### Placement density heat map

Scale: 2 px per um. 16 x 16 tiles, from dark blue (low) to red (high), 0 to 100% covered.
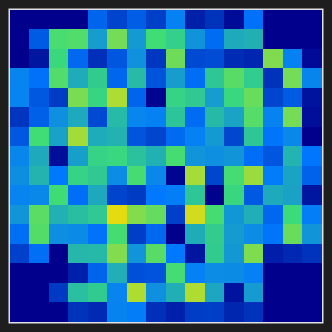
### Metal 1

Scale: 3 px per um. Supply wires on this layer in gray.
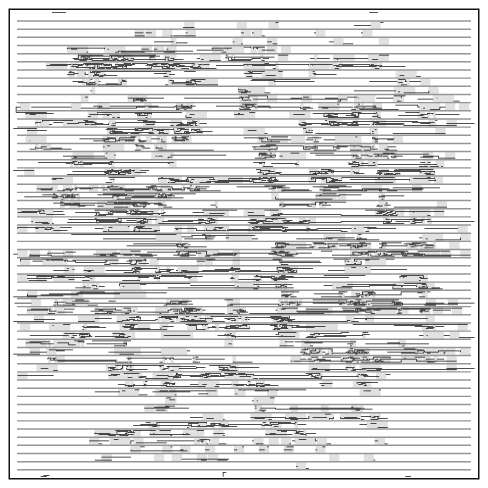
### Placement by cell class

Scale: 2 px per um.
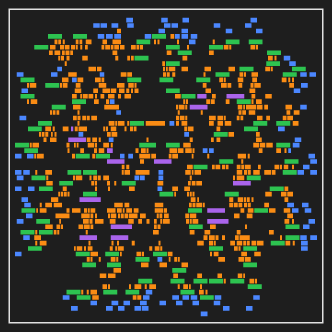
### Cell placement

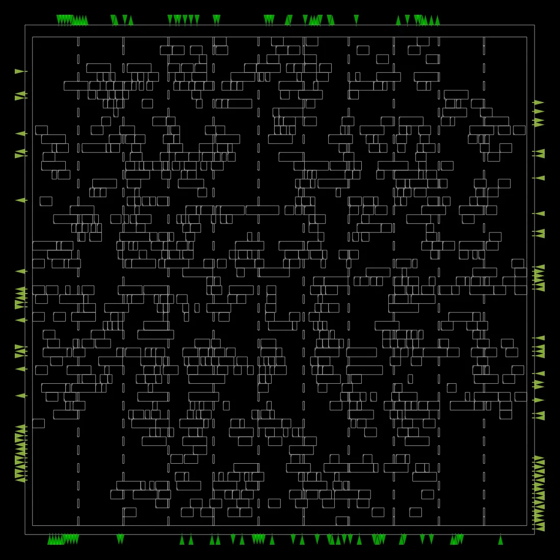
## src/rtl/axis_burst_pkg.sv

```systemverilog
// Shared types and constants for the AXI-Stream burst command generator.
// The command struct is sized for the widest supported address/length fields.
package axis_burst_pkg;

   localparam logic [31:0] BOUNDARY_BYTES = 32'd4096;
   localparam int          CMD_ADDR_W     = 64;
   localparam int          CMD_LEN_W      = 16;

   typedef struct packed {
      logic [CMD_ADDR_W-1:0] addr;
      logic [CMD_LEN_W-1:0]  len;
   } cmd_t;

   typedef enum logic {
      ST_SOP = 1'b0,
      ST_MID = 1'b1
   } state_t;

endpackage

```

## src/rtl/axis_burst_cmd_reg.sv

```systemverilog
// Command output register: holds one burst command until the consumer accepts it.
module axis_burst_cmd_reg
   import axis_burst_pkg::*;
#(
   parameter int ASIZE = 32,
   parameter int LSIZE = 8
) (
   input  logic             clock,
   input  logic             rst,
   input  logic             load,
   input  logic [ASIZE-1:0] load_addr,
   input  logic [LSIZE-1:0] load_len,
   input  logic             cmd_ready,
   output logic [ASIZE-1:0] cmd_addr,
   output logic [LSIZE-1:0] cmd_len,
   output logic             cmd_valid
);

   cmd_t cmd_r;
   logic valid_r;

   // Load a new command (wins over acceptance), otherwise drop valid once accepted.
   always_ff @(posedge clock) begin
      if (rst) begin
         cmd_r   <= '{addr: {CMD_ADDR_W{1'b0}}, len: {CMD_LEN_W{1'b0}}};
         valid_r <= 1'b0;
      end else if (load) begin
         cmd_r   <= '{addr: CMD_ADDR_W'(load_addr), len: CMD_LEN_W'(load_len)};
         valid_r <= 1'b1;
      end else if (cmd_ready) begin
         valid_r <= 1'b0;
      end else begin
         valid_r <= valid_r;
      end
   end

   assign cmd_addr  = cmd_r.addr[ASIZE-1:0];
   assign cmd_len   = cmd_r.len[LSIZE-1:0];
   assign cmd_valid = valid_r;

endmodule

```

## src/rtl/axis_burst_cmd_gen.sv

```systemverilog
// AXI-Stream pass-through that cuts packets into bursts and issues one command per burst.
// Define AXIS_BURST_4K_GUARD_EN to keep bursts from crossing 4 KB address boundaries.
module axis_burst_cmd_gen
   import axis_burst_pkg::*;
#(
   parameter int DSIZE = 32,
   parameter int ASIZE = 32,
   parameter int LSIZE = 8
) (
   input  logic               clock,
   input  logic               rst,
   input  logic [ASIZE-1:0]   start_addr,
   input  logic [LSIZE:0]     max_len,
   input  logic [DSIZE-1:0]   s_axis_tdata,
   input  logic [DSIZE/8-1:0] s_axis_tkeep,
   input  logic               s_axis_tlast,
   input  logic               s_axis_tvalid,
   output logic               s_axis_tready,
   output logic [DSIZE-1:0]   m_axis_tdata,
   output logic [DSIZE/8-1:0] m_axis_tkeep,
   output logic               m_axis_tlast,
   output logic               m_axis_tvalid,
   input  logic               m_axis_tready,
   output logic [ASIZE-1:0]   cmd_addr,
   output logic [LSIZE-1:0]   cmd_len,
   output logic               cmd_valid,
   input  logic               cmd_ready
);

   localparam logic [31:0] BYTES = 32'(DSIZE / 8);

   state_t           state_r;
   logic [ASIZE-1:0] burst_addr_r;
   logic [LSIZE:0]   limit_r;
   logic [LSIZE-1:0] count_r;

   logic [ASIZE-1:0] addr_s;
   logic [ASIZE-1:0] next_addr_s;
   logic [LSIZE:0]   limit_s;
   logic [31:0]      room_s;
   logic             closing_s;
   logic             stall_s;
   logic             xfer_s;
`ifdef AXIS_BURST_4K_GUARD_EN
   logic [31:0]      bound_s;
`endif

   function automatic logic [LSIZE:0] clamp_len(input logic [LSIZE:0] len);
      logic [LSIZE:0] max_v;
      max_v        = {(LSIZE+1){1'b0}};
      max_v[LSIZE] = 1'b1;
      if (len == {(LSIZE+1){1'b0}}) begin
         clamp_len = {{LSIZE{1'b0}}, 1'b1};
      end else if (len > max_v) begin
         clamp_len = max_v;
      end else begin
         clamp_len = len;
      end
   endfunction

   // Burst geometry of the current beat; the first beat of a packet uses the live inputs.
   always_comb begin
      addr_s  = (state_r == ST_SOP) ? start_addr : burst_addr_r;
      limit_s = (state_r == ST_SOP) ? clamp_len(max_len) : limit_r;
`ifdef AXIS_BURST_4K_GUARD_EN
      bound_s = (BOUNDARY_BYTES - {20'd0, addr_s[11:0]}) / BYTES;
      bound_s = (bound_s == 32'd0) ? 32'd1 : bound_s;
      room_s  = (bound_s < 32'(limit_s)) ? bound_s : 32'(limit_s);
`else
      room_s  = 32'(limit_s);
`endif
      closing_s   = s_axis_tlast | ((32'(count_r) + 32'd1) == room_s);
      stall_s     = rst | (closing_s & cmd_valid & ~cmd_ready);
      xfer_s      = s_axis_tvalid & m_axis_tready & ~stall_s;
      next_addr_s = addr_s + ASIZE'((32'(count_r) + 32'd1) * BYTES);
   end

   assign s_axis_tready = m_axis_tready & ~stall_s;
   assign m_axis_tvalid = s_axis_tvalid & ~stall_s;
   assign m_axis_tdata  = s_axis_tdata;
   assign m_axis_tkeep  = s_axis_tkeep;
   assign m_axis_tlast  = closing_s;

   // Packet/burst tracking: a partial burst is simply forgotten on reset.
   always_ff @(posedge clock) begin
      if (rst) begin
         state_r      <= ST_SOP;
         burst_addr_r <= {ASIZE{1'b0}};
         limit_r      <= {{LSIZE{1'b0}}, 1'b1};
         count_r      <= {LSIZE{1'b0}};
      end else if (xfer_s) begin
         state_r      <= s_axis_tlast ? ST_SOP : ST_MID;
         limit_r      <= limit_s;
         burst_addr_r <= closing_s ? next_addr_s : addr_s;
         count_r      <= closing_s ? {LSIZE{1'b0}} : count_r + LSIZE'(1'b1);
      end else begin
         state_r      <= state_r;
         limit_r      <= limit_r;
         burst_addr_r <= burst_addr_r;
         count_r      <= count_r;
      end
   end

   axis_burst_cmd_reg #(
      .ASIZE (ASIZE),
      .LSIZE (LSIZE)
   ) u_cmd_reg (
      .clock     (clock),
      .rst       (rst),
      .load      (xfer_s & closing_s),
      .load_addr (addr_s),
      .load_len  (count_r),
      .cmd_ready (cmd_ready),
      .cmd_addr  (cmd_addr),
      .cmd_len   (cmd_len),
      .cmd_valid (cmd_valid)
   );

endmodule

```

## config.mk

```make
export PLATFORM = sky130hd
export DESIGN_NAME = axis_burst_cmd_gen
export DESIGN_NICKNAME = d
export VERILOG_FILES = /design/src/rtl/axis_burst_pkg.sv /design/src/rtl/axis_burst_cmd_reg.sv /design/src/rtl/axis_burst_cmd_gen.sv
export SDC_FILE = /design/constraint.sdc
export NUM_CORES = 1
export LEC_CHECK = 0
export ABC_AREA = 0
export CORE_MARGIN = 2
export CORE_UTILIZATION = 25
export DETAILED_ROUTE_END_ITERATION = 8
export PLACE_DENSITY_LB_ADDON = 0.05
export SLEW_MARGIN = 5
export SYNTH_ARGS = -nofsm -noshare
export SYNTH_HDL_FRONTEND = slang
export SYNTH_SLANG_ARGS = --single-unit
```

## constraint.sdc

```tcl
create_clock -name clock -period 5.1 [get_ports clock]
set_input_delay 1.02 -clock clock [delete_from_list [all_inputs] [get_ports clock]]
set_output_delay 1.02 -clock clock [all_outputs]
set_load 0.02 [all_outputs]
```

==> out/notes.md <==
Setup repair after global routing left no endpoint under its margin. After global routing the overflow that remains totals 0. In this run, post-CTS hold repair placed 0 buffers. The last weighted congestion value of the routability-driven placer is 0.825, and the worst slew margin relative to its limit is 0.541.

With the share of the clock period used by the worst path at 0.984, the clock period minus worst slack is 5.02 ns. The flow ran to the end, and the final reports show no timing, DRC or antenna violations. The synthesized netlist occupies a cell area of 5780 um^2.

The clock network power share is 0.427, and the clock slew seen by the registers of the worst setup and hold paths is 0.06 ns. Setup slack on the worst path after placement came out at 0.106 ns. The tools report the remaining antenna violation count as 0. For the placed standard-cell area, the log shows 6670 um^2.

The peak fanout along the critical path is 4. Detailed routing placed a total of 775 um of wire on met3. The max-capacitance violation count was 0. The ratio of cells with drive above 1 in the final layout was 0.0892.

For flop-to-flop paths, the worst setup slack is 1.11 ns. Counting only logic cells after layout, the most numerous master is sky130_fd_sc_hd__dfxtp_1. Dividing total power by cell area gives a power density of 262 nW/um^2. The count of antenna diodes in the layout was 0.

The logs give 209 for the violation count after the first detailed-routing iteration and 1.36 mW for the cell-internal power. Largest family of logic cells by area: AND-OR/OR-AND gates. The fraction of registers with async set/reset came out at 0.

The leakage component of the power is 2.33 nW, and the number of buffers inserted during clock tree synthesis is 9. The H-tree depth was 3; the net count of the finished layout was 819. For the worst min-delay path, the startpoint reported by OpenROAD is burst_addr_r[3]$_SDFFE_PP0P_. With the total routing usage reported by global routing at 0.153, the count of instantiated cells in the yosys netlist is 692.
## Picture notes: 'Placement density heat map'
mean over tiles = 27%
fullest tile = 72%
nearly empty tiles = 14%
pre-placement core utilization: 0.255
end-of-flow core utilization: 0.310
Floorplan Core Area: 22,600 um^2

## Picture notes: 'Metal 1'
nets with wire on the layer = 727
longest straight run = 42.8 um
wire length on this layer = 8,340 um
share of all routed wire = 45%
met1 global-route usage: 0.188
aggregate routed wire length: 18.4 mm
DR vias: 5,191

## Picture notes: 'Placement by cell class'
green -> flip-flops  # cells 91, share of their area 27%
blue -> other buffers and delay cells  # cells 110, share of their area 16%
orange -> all other logic  # cells 513, share of their area 52%
purple -> clock drivers and dummy loads  # cells 15, share of their area 5.1%
fraction of standard cell area that is sequential: 0.260
Row Count: 55
final instance area: 7020 um^2

## Picture notes: 'Cell placement'
Layout Cells excl Fill: 1,014
tap cell instance count: 285

==> worst max path at each step <==
stage,from,depth (start not counted),to
finish,max_len[7],10,m_axis_tvalid
detailed placement,max_len[7],10,m_axis_tvalid
floorplan,state_r$_SDFFE_PP0P_,17,burst_addr_r[27]$_SDFFE_PP0P_
CTS,max_len[7],10,m_axis_tvalid
global placement,max_len[8],10,m_axis_tvalid
global route,max_len[7],10,m_axis_tvalid
==> cell usage after synthesis (all sizes together), types with 8 or more instances <==
library cell | instances | area share
nand2 | 39 | 0.025
nor4 | 8 | 0.011
nand4 | 9 | 0.0097
buf | 62 | 0.075
a221oi | 9 | 0.015
nor2 | 86 | 0.056
inv | 16 | 0.010
nand2b | 9 | 0.0097
o21ai | 24 | 0.021
clkbuf | 26 | 0.017
a21oi | 38 | 0.033
xor2 | 9 | 0.014
ha | 10 | 0.022
and3 | 11 | 0.012
nand3b | 9 | 0.012
nand3 | 24 | 0.022
mux2 | 10 | 0.019
xnor2 | 15 | 0.023
nor3 | 9 | 0.0095
dfxtp | 91 | 0.32
a211oi | 35 | 0.046
mux2i | 40 | 0.069
==> state kept, by name (all words and copies together) (netlist names) <==
register / cells
state_r: 1
u_cmd_reg.cmd_valid: 1
burst_addr_r: 32
u_cmd_reg.cmd_len: 8
limit_r: 9
count_r: 8
u_cmd_reg.cmd_addr: 32
==> final cells by class <==
| cell class | instances | area (um^2) | area share |
|---|---|---|---|
| inverter | 16 | 60.1 | 0.00856 |
| multi-input combinational | 497 | 3390 | 0.483 |
| timing repair buffer | 110 | 1050 | 0.149 |
| sequential | 91 | 1830 | 0.260 |
| clock inverter | 4 | 98.8 | 0.0141 |
| tap | 285 | 357 | 0.0508 |
| clock buffer | 11 | 243 | 0.0346 |
==> power by group through the flow <==
stage / Sequential, mW / Clock (mW) / Combinational (mW)
after floorplan: 0.775 / 0 / 0.218
after global placement: 0.773 / 0 / 0.300
after detailed placement: 0.774 / 0 / 0.302
after CTS: 0.758 / 0.820 / 0.303
after global routing: 0.761 / 0.847 / 0.328
final: 0.757 / 0.786 / 0.298
==> timing repair <==
item | in CTS | in global routing
endpoints found under the setup margin | 0 | 2
endpoints found under the hold margin | 0 | 0
setup buffers | 0 | 0
resized | 0 | 1
==> layer usage <==
metal,track usage,vias up
met5,0,-
met4,0.0481,0
met1,0.188,2480
met2,0.270,119
met3,0.0308,15
li1,-,2577
==> critical path, cell delays in order <==
cell	delay, ns
sky130_fd_sc_hd__clkdlybuf4s50_1	0.51
sky130_fd_sc_hd__or3b_4	0.41
sky130_fd_sc_hd__a21boi_1	0.17
sky130_fd_sc_hd__o311a_1	0.38
sky130_fd_sc_hd__o2111a_1	0.16
sky130_fd_sc_hd__a31oi_4	0.20
sky130_fd_sc_hd__inv_2	0.06
sky130_fd_sc_hd__a21oi_1	0.29
sky130_fd_sc_hd__and2_1	0.18
sky130_fd_sc_hd__clkdlybuf4s50_1	0.60
==> metrics by stage <==
step | total power [mW] | hold WS, ns
detailed placement | 1.08 | 0.444
CTS | 1.88 | 0.455
global route | 1.94 | 0.472
finish | 1.84 | 0.452
floorplan | 0.993 | 0.428
global placement | 1.07 | 0.443
Power figures rest on the tool's default switching activity, not on a simulated workload.
